<file path="config.mk">
export PLATFORM = sky130hd
export DESIGN_NAME = ifu_fetch
export DESIGN_NICKNAME = d
export VERILOG_FILES = /design/src/rtl/ifu_fetch.sv
export SDC_FILE = /design/constraint.sdc
export NUM_CORES = 1
export LEC_CHECK = 0
export CORE_MARGIN = 8
export CORE_UTILIZATION = 35
export DETAILED_ROUTE_END_ITERATION = 10
export SYNTH_ARGS = -nofsm -noshare
export SYNTH_HDL_FRONTEND = slang
export SYNTH_SLANG_ARGS = --single-unit
</file>
<file path="constraint.sdc">
create_clock -name clk_i -period 3.43 [get_ports clk_i]
set_clock_uncertainty 0.15 [all_clocks]
set_input_delay 0.5145 -clock clk_i [delete_from_list [all_inputs] [get_ports clk_i]]
set_output_delay 0.5145 -clock clk_i [all_outputs]
set_load 0.05 [all_outputs]
</file>
<file path="src/rtl/ifu_fetch.sv">
// Instruction fetch stage: word-aligned imem reads realigned into RV32IC 16/32-bit
// instructions, with a 3-halfword buffer and redirect handling for in-flight reads.
module ifu_fetch #(
    parameter int unsigned     XLEN     = 32,
    parameter logic [XLEN-1:0] RESET_PC = '0
) (
    input  logic            clk_i,
    input  logic            rst_i,
    output logic            imem_req_o,
    output logic [XLEN-1:0] imem_addr_o,
    input  logic            imem_gnt_i,
    input  logic            imem_rvalid_i,
    input  logic [31:0]     imem_rdata_i,
    input  logic            redir_en_i,
    input  logic [XLEN-1:0] redir_pc_i,
    output logic            inst_valid_o,
    input  logic            inst_ready_i,
    output logic [31:0]     inst_data_o,
    output logic [XLEN-1:0] inst_pc_o
);

    typedef enum logic [1:0] {StReq, StWait, StDrop} state_e;

    state_e          state_q, state_d;
    logic [XLEN-1:0] fa_q, fa_d;
    logic [XLEN-1:0] ip_q, ip_d;
    logic [15:0]     hb_q [3];
    logic [15:0]     hb_d [3];
    logic [1:0]      cnt_q, cnt_d;
    logic [2:0]      cnt_s;
    logic            skip_q, skip_d;
    logic            run_q;
    logic            is32, consume, req_gnt, rsp, outstanding;

    assign is32         = (hb_q[0][1:0] == 2'b11);
    assign inst_valid_o = is32 ? (cnt_q >= 2'd2) : (cnt_q >= 2'd1);
    assign inst_data_o  = !inst_valid_o ? 32'h0 :
                          is32 ? {hb_q[1], hb_q[0]} : {16'h0, hb_q[0]};
    assign inst_pc_o    = ip_q;

    // run_q keeps req_o low while reset is asserted; requests start the cycle after release.
    assign imem_req_o   = run_q && (state_q == StReq) && (cnt_q <= 2'd1);
    assign imem_addr_o  = fa_q;

    assign req_gnt      = imem_req_o && imem_gnt_i;
    assign rsp          = imem_rvalid_i && (state_q == StWait);
    assign consume      = inst_valid_o && inst_ready_i;
    assign outstanding  = ((state_q == StWait) || (state_q == StDrop)) && !imem_rvalid_i;

    always_comb begin
        state_d = state_q;
        fa_d    = fa_q;
        ip_d    = ip_q;
        hb_d    = hb_q;
        skip_d  = skip_q;
        cnt_s   = {1'b0, cnt_q};
        if (redir_en_i) begin
            cnt_s   = 3'd0;
            ip_d    = redir_pc_i & ~XLEN'(1);
            fa_d    = redir_pc_i & ~XLEN'(3);
            skip_d  = redir_pc_i[1];
            state_d = (outstanding || req_gnt) ? StDrop : StReq;
        end else begin
            if (consume) begin
                ip_d = ip_q + (is32 ? XLEN'(4) : XLEN'(2));
                if (is32) begin
                    hb_d  = '{hb_q[2], 16'h0, 16'h0};
                    cnt_s = cnt_s - 3'd2;
                end else begin
                    hb_d  = '{hb_q[1], hb_q[2], 16'h0};
                    cnt_s = cnt_s - 3'd1;
                end
            end
            // Append lands after the shift; a skipped lower halfword is the pre-target half.
            if (rsp) begin
                for (int i = 0; i < 3; i++) begin
                    if (skip_q) begin
                        if (3'(i) == cnt_s) hb_d[i] = imem_rdata_i[31:16];
                    end else begin
                        if (3'(i) == cnt_s) hb_d[i] = imem_rdata_i[15:0];
                        else if (3'(i) == cnt_s + 3'd1) hb_d[i] = imem_rdata_i[31:16];
                    end
                end
                cnt_s  = cnt_s + (skip_q ? 3'd1 : 3'd2);
                skip_d = 1'b0;
            end
            unique case (state_q)
                StReq: begin
                    if (req_gnt) begin
                        fa_d    = fa_q + XLEN'(4);
                        state_d = StWait;
                    end
                end
                StWait:  if (imem_rvalid_i) state_d = StReq;
                StDrop:  if (imem_rvalid_i) state_d = StReq;
                default: state_d = StReq;
            endcase
        end
        cnt_d = cnt_s[1:0];
    end

    always_ff @(posedge clk_i or posedge rst_i) begin
        if (rst_i) begin
            state_q <= StReq;
            fa_q    <= RESET_PC & ~XLEN'(3);
            ip_q    <= RESET_PC & ~XLEN'(1);
            cnt_q   <= 2'd0;
            skip_q  <= RESET_PC[1];
            run_q   <= 1'b0;
            for (int i = 0; i < 3; i++) hb_q[i] <= 16'h0;
        end else begin
            state_q <= state_d;
            fa_q    <= fa_d;
            ip_q    <= ip_d;
            cnt_q   <= cnt_d;
            skip_q  <= skip_d;
            run_q   <= 1'b1;
            for (int i = 0; i < 3; i++) hb_q[i] <= hb_d[i];
        end
    end

endmodule

</file>
==> Slide: Implementation Results, run 1 <==
Run Summary

Global routing
  – Via count of the first global-routing pass: 7,091
  – Final global-route overflow total: 0
  – Largest net degree at the start of global routing: 72
  – GRT Util Overall: slightly below 20%

Finish
  – Layout fillers: 2,035
  – Area used by sequential logic in the layout: 2879 um2
  – Antenna cell count: 2
  – Comb/total area: between 40% and 50%
  – Fraction of layout cells with a size suffix above 1: 18.95%
  – Nets@finish: 1,040
  – Final-layout non-clock buffer area share: between 10% and 20%
  – Non-clock buffer count: 202
  – Most numerous logic cell after layout: sky130_fd_sc_hd__clkdlybuf4s50_1
  – Relative area change from synthesis to final layout: 35.81%

Synthesis
  – Synthesis area per yosys: 7749 um2
  – Avg Cell Area, Syn: 9.759 um2
  – Cells in synth_stat.txt: 794
  – Warning count from the yosys run: 0
  – Count of unique library cells instantiated by Yosys: 67
  – Yosys reg bits: around 120
  – Yosys top cell by instances: sky130_fd_sc_hd__dfrtp_1
  – Synth top area share: 37.14%
  – Fraction of synthesized area in multiplexers: 10.01%
  – Top cells by count, synth: sky130_fd_sc_hd__dfrtp_1, sky130_fd_sc_hd__a21oi_1, sky130_fd_sc_hd__nand3_1
  – AND-OR/OR-AND Cells, Area Fraction: 22.33%
  – Cell types with the largest area share after synthesis: sky130_fd_sc_hd__dfrtp_1, sky130_fd_sc_hd__mux2_2, sky130_fd_sc_hd__xnor2_1
  – Sequential share of the synthesized area: 37.14%
  – Area fraction in and, or, nand and nor cells after synthesis: 17.37%
  – Combinational family with the most area after synthesis: AND-OR/OR-AND gates
  – Netlist area before placement: 7749 um2

Floorplanning
  – Die area: 27,160 um2
  – Core area: 21,760 um2
  – Die Ht: 164.8 um
  – Standard-cell row count: 54
  – Starting Density: a little over a third

Pwr
  – Overall power after layout: 0.007363 W
  – Switching share of power: 44.37%
  – Internal portion of total power: 0.004096 W
  – PwrDens: 699.7 nW/um2
  – Clock group share of total power: 24.6%
  – Gate power share: 50.5%
  – Psw: about 0.0033 W
  – Flop pwr share: 24.9%
  – Leak: 4.212 nW

Clocking
  – Post CTS Setup Buffer Count: 0
  – Clock transition at the registers of the reported paths: 0.06 ns
  – Clock sink count: 115
  – Clk Latency, worst-skew pair: around 0.42 ns
  – Hold_buf cts: 0
  – Number of gates resized after CTS: 0
  – Number of buffers created by CTS: 17
  – Maximum root-to-sink buffer count: 2

Setup path
  – Buffers & Inverters on Critical Path: 2
  – Data arrival time at the worst-slack endpoint: 3.27 ns
  – Slowest cell on the critical path: sky130_fd_sc_hd__dfrtp_1
  – Crit path kind: reg2reg
  – Largest incremental delay on the critical path: 0.50 ns
  – Required time at the worst-slack endpoint: 3.55 ns
  – CP Cell Sequence: inv_1 -> ha_1 -> nand2b_1 -> o21ai_1 -> buf_12 -> nand4_4 -> o32a_1 -> a32oi_1 -> o31ai_1
  – Critical-path maximum fanout: 19
  – Setup crit start kind: flop
  – Setup crit end kind: flop
  – Worst R2R Start: cnt_q[1]
  – Internal reg-to-reg setup slack: ~0.28 ns

Placed design
  – Final estimated routing congestion in global placement: 0.8266
  – # port buffers: 163

Min path
  – Capture endpoint of the worst hold path: hb_q[41]
  – Kind of path behind the tightest hold check: reg2reg
  – Hold path depth: 2
  – Hold Startpoint: hb_q[41]

Routing
  – Total routed wirelength: approximately 26 mm
  – Drt first-iter violations: 670
  – Antenna Nets Post-Route: 0
  – Post-route DRC: 0
  – Total via count after detailed routing: 7,305

Run status
  – Outcome: completed

Flow run
  – Number of logged tool warnings: 31
  – Number of max-cap violations: 0

Timing
  – Count of final hold-check violations: 0
  – Final setup violation count: 0
  – Fmax: 317.3 MHz
  – Final cycle utilization of the critical path: 91.88%
  – Unrepaired setup endpoints after global routing: false
  – Final tally of max-slew violations: 0
  – Worst slew pin tran: 0.8601 ns
  – Tmin final: 3.152 ns
  – Slew HR: a little over two fifths
## run 1: flip-flops by register name, indices dropped and copies added (netlist names)
signal	count
cnt_q	2
hb_q	48
imem_addr_o	30
inst_pc_o	31
run_q	1
skip_q	1
state_q	2
## run 1: through the flow
stage | cell area, um2 | utilization [%] | hold slack [ns] | instances | worst slack (ns)
5_1_grt | 10520 | 48.35 | 0.3962 | 1251 | 0.07302
6_report | 10520 | 48.37 | 0.3643 | 1253 | 0.2785
3_5_place_dp | 9928 | 45.63 | 0.3490 | 1220 | 0.2221
2_1_floorplan | 7760 | - | 0.3159 | 796 | 0.4600
3_3_place_gp | 9928 | 45.63 | 0.3415 | 1220 | 0.2503
4_1_cts | 10520 | 48.35 | 0.3621 | 1251 | 0.2868
## run 1: worst max path at each step
stage                            start       endpoint  slack [ns]  cells after the start
after global placement    inst_ready_i       hb_q[34]        0.25                      8
after global routing          cnt_q[1]       hb_q[34]        0.07                      9
final                         cnt_q[1]       hb_q[34]        0.28                      9
after CTS                     cnt_q[1]       hb_q[34]        0.29                      9
after detailed placement  inst_ready_i       hb_q[38]        0.22                      9
after floorplan               hb_q[32]  inst_pc_o[31]        0.46                     11
## run 1: power groups by stage
stage / Combinational, W / Sequential (W) / Clock, W
CTS: 0.00370 / 0.00183 / 0.00185
global placement: 0.00365 / 0.00185 / 0
global route: 0.00397 / 0.00187 / 0.00191
detailed placement: 0.00368 / 0.00185 / 0
floorplan: 0.00230 / 0.00213 / 0
finish: 0.00372 / 0.00183 / 0.00181
## run 1: routing by layer
layer / vias up / wire (um) / part of all wire [%] / global-route usage (%)
li1: 3356 / - / - / -
met1: 3607 / 11750 / 44 / 25.99
met2: 301 / 12420 / 47 / 30.46
met3: 41 / 1876 / 7.1 / 3.988
met4: 0 / 422 / 1.6 / 6.429
met5: - / 0 / 0 / 0
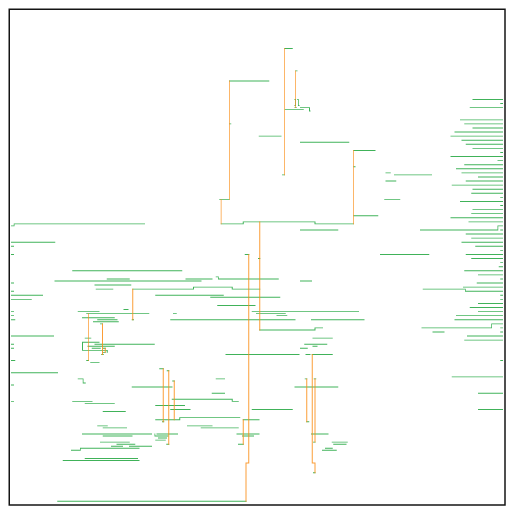
Figure 1: run 1, wiring by layer.
Drawn at 3 px/um. Two of the layers only.
| color | layer | wire length |
|---|---|---|
| green | met3 | 1,880 um |
| orange | met4 | 422 um |

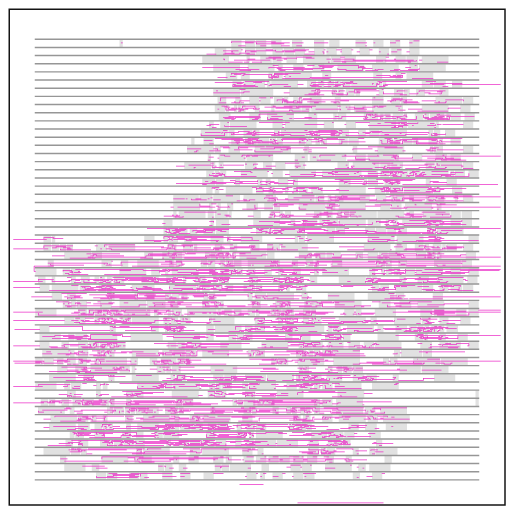
Figure 2: run 1, signal wires on met1.
Drawn at 3 px/um. Supply wires on this layer in gray.
nets with wire on the layer: 937
longest straight run: 46.0 um
main direction: horizontal
share of all routed wire: 44%
wire length on this layer: 11,700 um

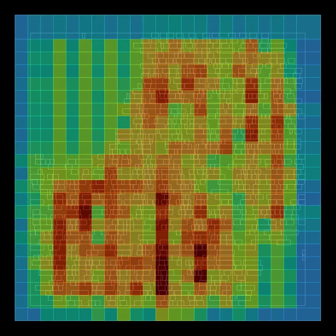
Figure 3: run 1, congestion heat map.
met1 demand-to-capacity share in global routing: 25.99%
GR met2 Demand/Resource: 30.46%
global routing usage on met3: 3.988%

==> run 2: changes to the inputs <==
--- a/config.mk
+++ b/config.mk
@@ -5,9 +5,11 @@
 export SDC_FILE = /design/constraint.sdc
 export NUM_CORES = 1
 export LEC_CHECK = 0
-export CORE_MARGIN = 8
+export CORE_ASPECT_RATIO = 1.5
+export CORE_MARGIN = 3
 export CORE_UTILIZATION = 35
 export DETAILED_ROUTE_END_ITERATION = 10
+export SLEW_MARGIN = 0
 export SYNTH_ARGS = -nofsm -noshare
 export SYNTH_HDL_FRONTEND = slang
 export SYNTH_SLANG_ARGS = --single-unit
==> Slide: Implementation Results, run 2 <==
Run Summary

Floorplanning
  – Starting Density: 35.68%
  – Die Ht: roughly 190 um
  – Core area: 21,720 um2
  – Die area: 24,000 um2

Setup path
  – Worst R2R Start: cnt_q[1]
  – Crit path kind: reg2reg
  – Required time at the worst-slack endpoint: between 3 and 4 ns
  – Data arrival time at the worst-slack endpoint: 3.28 ns
  – Internal reg-to-reg setup slack: 0.30 ns

Clocking
  – Number of gates resized after CTS: 0
  – Maximum root-to-sink buffer count: 2
  – Number of buffers created by CTS: 17
  – Hold_buf cts: 0
  – Clock transition at the registers of the reported paths: 0.06 ns

Synthesis
  – Top cells by count, synth: sky130_fd_sc_hd__dfrtp_1, sky130_fd_sc_hd__a21oi_1, sky130_fd_sc_hd__nand3_1
  – Yosys reg bits: 115
  – Count of unique library cells instantiated by Yosys: between 60 and 70
  – Synthesis area per yosys: 7749 um2
  – Cell types with the largest area share after synthesis: sky130_fd_sc_hd__dfrtp_1, sky130_fd_sc_hd__mux2_2, sky130_fd_sc_hd__xnor2_1
  – Avg Cell Area, Syn: 9.759 um2
  – Synth top area share: roughly 37%
  – Sequential share of the synthesized area: 37.14%
  – Yosys top cell by instances: sky130_fd_sc_hd__dfrtp_1

Placed design
  – # port buffers: roughly 160
  – Final estimated routing congestion in global placement: between 0.8 and 0.9
  – Worst setup slack after placement: 0.2200 ns
  – Cell count after placement: 1,205

Routing
  – Total via count after detailed routing: 7,196
  – Wire length on met3: 1.443 mm
  – Post-route DRC: 0
  – Met2 wirelength from detailed routing: 13.21 mm
  – Met1 Routed Length: around 10 mm
  – Total routed wirelength: 25.55 mm

Finish
  – Layout Cells excl Fill: 1,237
  – Total non-filler cell area in the finished layout: 10,520 um2
  – Most numerous logic cell after layout: sky130_fd_sc_hd__clkdlybuf4s50_1
  – Fraction of layout cells with a size suffix above 1: between 10% and 20%
  – Non-clock buffer count: ~200
  – Register name with the most flops: hb_q
  – Nets@finish: 1,033
  – Final-layout non-clock buffer area share: 20.17%
  – Area used by sequential logic in the layout: approximately 2900 um2
  – Max FFs per register: 48
  – Antenna cell count: 0
  – Comb/total area: 43.04%
  – Relative area change from synthesis to final layout: 35.77%

Min path
  – Hold Startpoint: hb_q[34]
  – Hold path depth: 2
  – Capture endpoint of the worst hold path: hb_q[34]
  – Kind of path behind the tightest hold check: reg2reg

Flow run
  – Number of max-cap violations: 0
  – Number of logged tool warnings: 33

Timing
  – Count of final hold-check violations: 0
  – Worst-case setup margin in the final layout: ~0.30 ns
  – Tmin final: 3.133 ns
  – Final cycle utilization of the critical path: 91.35%
  – Final tally of max-slew violations: 0

Pwr
  – Leak: 4.195 nW
  – PwrDens: between 600 and 700 nW/um2
  – Switching share of power: 44.68%
  – Overall power after layout: 0.007299 W
  – Flop pwr share: 25.3%
  – Clock group share of total power: between 20% and 30%

Global routing
  – GR met2 Demand/Resource: 37.08%
  – Most heavily used metal layer in global routing: met2
  – Largest net degree at the start of global routing: 116

Run status
  – Outcome: completed
[run 2: cell counts after synthesis]
No cell type changed its count.
[run 2: logic make-up (layout without fill, tap and decap cells)]
group           Yosys count  count (layout)  share of synthesized area, %
flops                   115             115                         37.14
buf+inv                  76             245                         4.618
other cells               2               4                       0.09692
xor+xnor                 58              58                         6.556
simple gates            234             234                         17.37
compound gates          227             227                         22.33
fa+ha+maj                11              11                         1.873
mux                      71              71                         10.01
[run 2: worst max-delay path, cell delays in order, from the launching register on]
cell	delay [ns]
sky130_fd_sc_hd__dfrtp_1	0.54
sky130_fd_sc_hd__inv_1	0.16
sky130_fd_sc_hd__ha_1	0.26
sky130_fd_sc_hd__a21boi_2	0.22
sky130_fd_sc_hd__a2111o_1	0.53
sky130_fd_sc_hd__nor4_2	0.54
sky130_fd_sc_hd__nand4_1	0.21
sky130_fd_sc_hd__xnor2_1	0.16
sky130_fd_sc_hd__mux2_2	0.26
[run 2: how the worst max path moves through the flow]
stage                     slack (ns)        endpoint          from
after floorplan                 0.46   inst_pc_o[31]      hb_q[32]
after global placement          0.22   inst_pc_o[31]  inst_ready_i
after detailed placement        0.22   inst_pc_o[31]  inst_ready_i
after CTS                       0.30      imem_req_o      cnt_q[1]
after global routing            0.14  inst_data_o[0]      cnt_q[0]
final                           0.30   inst_pc_o[31]      cnt_q[1]
[run 2: power by group through the flow]
stage	Clock, W	Sequential (W)	Combinational [W]
finish	0.00175	0.00184	0.00371
global route	0.00185	0.00188	0.00397
CTS	0.00178	0.00184	0.00370
detailed placement	0	0.00186	0.00369
global placement	0	0.00186	0.00366
floorplan	0	0.00213	0.00230
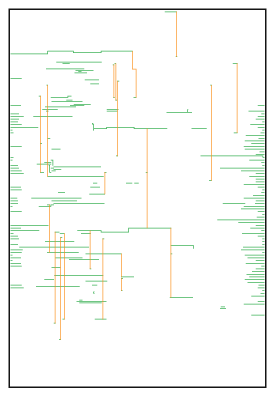
Figure 4: run 2, wiring by layer.
Drawn at 2 px/um. Two of the layers only.
| color | layer | wire length |
|---|---|---|
| green | met3 | 1,440 um |
| orange | met4 | 621 um |

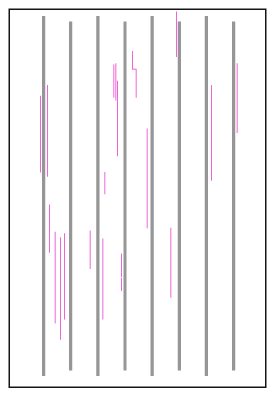
Figure 5: run 2, the metal 4 layer.
Drawn at 2 px/um. Supply wires on this layer in gray.
share of all routed wire: 2.4%
main direction: vertical

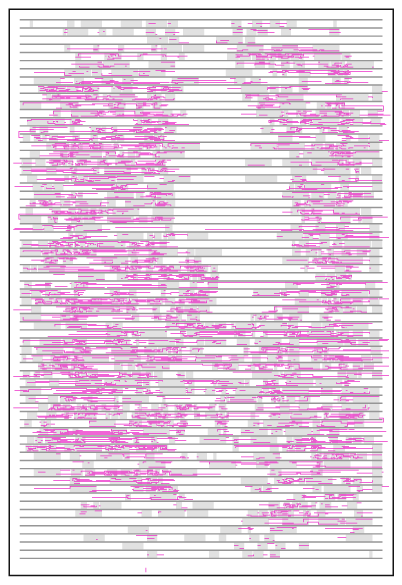
Figure 6: run 2, signal wires on met1.
Drawn at 3 px/um. Supply wires on this layer in gray.
main direction: horizontal
nets with wire on the layer: 896
longest straight run: 59.8 um

Power figures rest on the tool's default switching activity, not on a simulated workload.
